**src/rtl/argmax_scan_ctrl.sv**
```systemverilog
// ---------------------------------------------------------------------------
// argmax_scan_ctrl
//
// Purpose:
//   Scans a synchronous-read score RAM of N_CLASSES unsigned entries, one
//   read per clock. It tracks the running maximum and its index, then reports
//   the winner with a one-cycle done pulse. On a tie the lower index wins.
//
// Ports:
//   clk      in   system clock, rising edge
//   rst      in   synchronous active-high reset
//   start    in   begin a scan (sampled only while idle)
//   rd_en    out  score RAM read enable
//   rd_addr  out  score RAM address
//   rd_data  in   score RAM data, valid the cycle after rd_en
//   busy     out  scan in progress (RUN or DRAIN)
//   done     out  one-cycle pulse when max_val/max_idx are updated
//   max_val  out  winning score of the last completed scan
//   max_idx  out  winning index of the last completed scan
//
// Handshake: no ready/valid back-pressure. The RAM returns data exactly one
// cycle after rd_en. start is a level sampled only in IDLE. done is a pulse
// that qualifies max_val/max_idx, which then hold until the next done.
// ---------------------------------------------------------------------------
module argmax_scan_ctrl #(
    parameter int N_CLASSES = 10,
    parameter int DATA_W    = 32,
    parameter int IDX_W     = 4
) (
    input  logic              clk,
    input  logic              rst,
    input  logic              start,
    output logic              rd_en,
    output logic [IDX_W-1:0]  rd_addr,
    input  logic [DATA_W-1:0] rd_data,
    output logic              busy,
    output logic              done,
    output logic [DATA_W-1:0] max_val,
    output logic [IDX_W-1:0]  max_idx
);

    localparam logic [IDX_W-1:0] LAST_ADDR = IDX_W'(N_CLASSES - 1);

    typedef enum logic [1:0] {
        IDLE  = 2'd0,
        RUN   = 2'd1,
        DRAIN = 2'd2
    } state_t;

    state_t            state;
    logic              pending;   // rd_data is valid this cycle
    logic              first;     // next valid data seeds the running max
    logic [IDX_W-1:0]  cap_idx;   // address that produced the current rd_data
    logic [DATA_W-1:0] work_val;
    logic [IDX_W-1:0]  work_idx;

    logic [DATA_W-1:0] work_val_next;
    logic [IDX_W-1:0]  work_idx_next;
    logic              first_next;

    // Running-max update. It is combinational so that the DRAIN edge can load
    // the results including the last word read.
    always_comb begin
        work_val_next = work_val;
        work_idx_next = work_idx;
        first_next    = first;
        if (pending) begin
            first_next = 1'b0;
            if (first || (rd_data > work_val)) begin
                work_val_next = rd_data;
                work_idx_next = cap_idx;
            end
        end
    end

    always_ff @(posedge clk) begin
        if (rst) begin
            state    <= IDLE;
            rd_en    <= 1'b0;
            rd_addr  <= '0;
            busy     <= 1'b0;
            done     <= 1'b0;
            max_val  <= '0;
            max_idx  <= '0;
            pending  <= 1'b0;
            first    <= 1'b0;
            cap_idx  <= '0;
            work_val <= '0;
            work_idx <= '0;
        end else begin
            done     <= 1'b0;
            pending  <= rd_en;
            cap_idx  <= rd_addr;
            work_val <= work_val_next;
            work_idx <= work_idx_next;
            first    <= first_next;

            case (state)
                IDLE: begin
                    if (start) begin
                        rd_en   <= 1'b1;
                        rd_addr <= '0;
                        busy    <= 1'b1;
                        first   <= 1'b1;
                        state   <= RUN;
                    end
                end
                RUN: begin
                    if (rd_addr == LAST_ADDR) begin
                        rd_en <= 1'b0;
                        state <= DRAIN;
                    end else begin
                        rd_addr <= rd_addr + 1'b1;
                    end
                end
                DRAIN: begin
                    state   <= IDLE;
                    busy    <= 1'b0;
                    done    <= 1'b1;
                    max_val <= work_val_next;
                    max_idx <= work_idx_next;
                end
                default: begin
                    state <= IDLE;
                end
            endcase
        end
    end

endmodule

```
**config.mk**
```make
export PLATFORM = sky130hd
export DESIGN_NAME = argmax_scan_ctrl
export DESIGN_NICKNAME = d
export VERILOG_FILES = /design/src/rtl/argmax_scan_ctrl.sv
export SDC_FILE = /design/constraint.sdc
export NUM_CORES = 1
export LEC_CHECK = 0
export CAP_MARGIN = 20
export CORE_MARGIN = 5
export CORE_UTILIZATION = 55
export DETAILED_ROUTE_END_ITERATION = 6
export PLACE_DENSITY = 0.83
export SLEW_MARGIN = 20
export SYNTH_ARGS = -nofsm -noshare
export SYNTH_HDL_FRONTEND = slang
export SYNTH_SLANG_ARGS = --single-unit
export TNS_END_PERCENT = 10
```
**constraint.sdc**
```tcl
create_clock -name clk -period 4.87 [get_ports clk]
set_clock_uncertainty 0.2 [all_clocks]
set_input_delay 0.7305 -clock clk [delete_from_list [all_inputs] [get_ports clk]]
set_output_delay 0.7305 -clock clk [all_outputs]
set_load 0.1 [all_outputs]
```
==> run summary <==
largest registers = max_val (32), work_val (32)
Diodes inserted = 0
FMAX = 288 MHz
Synth Area in Simple Gates = 0.116
ys async rst share = 0
AO/OA Area Share = 0.296
clk root buf = clkbuf_8
Reg2Reg Capture Point = max_val[8]
Core Area = 0.00773 mm²
pre-CTS setup slack = 1.02 ns
CTS resizes = 0
Pre-antenna DRT Iters = 7
largest net degree at the start of global routing = 51
Hold Crit Start = busy
# IOs = 78
CTS clock-pin slew for the worst setup and hold paths = 0.09 ns
nets = 592
setup ws final = 1.39 ns
Worst-Margin Slew = 1.00 ns
tool warnings = 27
Crit path buffers/inverters = 2
Final Cycle Share = 0.714
Post-Syn Area = 0.00438 mm²
post-synth cell types = 42
GR Util met2 = 0.331
sequential power = 735 µW
CTS tree = done
RR Startpoint = work_val[31]
power per cell area = 272 mW/mm²
MaxCap Viol Count = 0
YS warnings = 0
All-Layer GR Usage = 0.201
Main synth FF type = dfxtp_1
Comb. pwr = 181 µW
critical path launch point type = input port
initial antenna violation count = 0
met1 GRT Util = 0.262
Internal Power = 1.06 mW
comb. cell area = 0.00228 mm²
syn_nets = 527
initial DRC count = 125
final non-filler cell total = 630
critical path peak fanout = 15
FF/Latch Area = 0.00174 mm²
setup_tns = 0 ns
DP Wirelength = 6.82 mm
total number of vias = 3588
grt peak-use layer = met2
Post-CTS Setup Bufs = 0
fraction of area in registers = 0.328
Wirelength per Cell = 15.3 µm
worst relative slew slack = 0.332
Top Metal Used = met4
Die Ht = 99.2 µm
RSZ-0062 raised after global routing = false
Worst Setup EP = max_val[8]
Worst EP required = 4.96 ns
Clock Power Share = 0.365
endpoints failing setup = 0
M1 wire length = 4.35 mm
crit-path cells = clkdlybuf4s50_1 -> ha_1 -> nand4_4 -> nor4_4 -> o2111ai_1 -> a31oi_4 -> buf_4 -> o21ai_2 -> a31oi_1
total wire length = 9.65 mm
fin crit period = 3.48 ns
DP Cell Count = 614
Layout area overhead = 21.3%
largest area contributor in the netlist = dfxtp_1
logic share of the area = 0.429
mean post-synth cell area = 9.56 µm²
status = complete, no violations
Pleak = 1.99 nW
width of the chip = 99.2 µm
Layout non-clock buf frac = 0.155
vias in the first global route = 3449
Peak VDD IR = 0.146 mV
Final Cell Area = 0.00531 mm²
layout cells sized above 1 = 0.150
CP arrival = 3.57 ns
Worst Reg-to-Reg Cells = 9
total power = 1.44 mW
top cells, area = dfxtp_1 (40%), ha_1 (9.7%), o21bai_1 (6.3%)
post-placement cell area = 0.00510 mm²
Residual DRC = 0
most numerous logic cells after layout = dfxtp_1 (87), clkdlybuf4s50_1 (76), a21oi_1 (51)
final hold viol count = 0
Post-Synth XOR/XNOR Area = 0.00400
top cells by count, synth = dfxtp_1 (87), a21oi_1 (51), nand3_1 (39)
count of plain and timing-repair buffers = 85
global-route wire length before repair = 16.2 mm
count of final max-slew check failures = 0
Comb pwr share = 0.126
Top cell area share = 0.398
Top non-seq family = AND-OR/OR-AND gates
register area share after synthesis = 0.398
remaining antenna violation count = 0
cell count in the Yosys report = 458
Largest cell class = logic gates
fill count = 607
Sw Ratio = 0.266
clock tree buffer depth = 2
Placer Congestion = 0.826
Setup crit end kind = flop
IO Port Bufs = 77
Tapcells = 102
chip area = 0.00985 mm²
combinational gate count = 305
Reg power frac = 0.509
area share of fa/ha/maj cells after synthesis = 0.0971
flip-flops with a built-in enable = 0
P_sw = 385 µW
FF-to-FF setup slack = 1.88 ns
yosys stat chip area = 0.00438 mm²
CP max stage cell = a31oi_4
worst min path class = flop to flop
Final clock-cell share = 0.0396
Vias/cell = 5.70
met3 WL = 439 µm
most frequent logic cell in the layout = dfxtp_1
# hold bufs at CTS = 0
Top Consumer = registers
CP Depth = 9
worst skew pair latency = 0.36 ns
fin util = 0.688
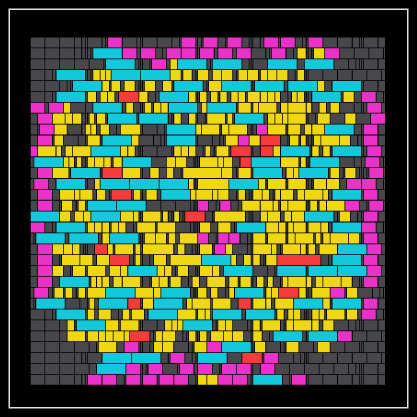
(images/placement_by_type.png)
Scale: 4 px per µm. Fill, decap, tap and diode cells in grey.
[flops] cyan | cells: 87
[other buffers and delay cells] magenta | cells: 85
[clock drivers and dummy loads] red | cells: 16
[combinational and other logic] yellow | cells: 340

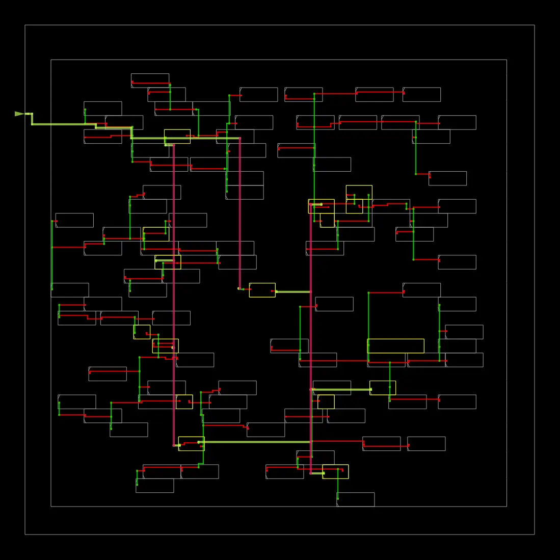
(images/clocks.png)
Clock Power: 527 µW
Sink Count: 87
Flops: 87
TritonCTS Buffers: 9
clock buf count: 10

Power and IR drop assume default switching activity.
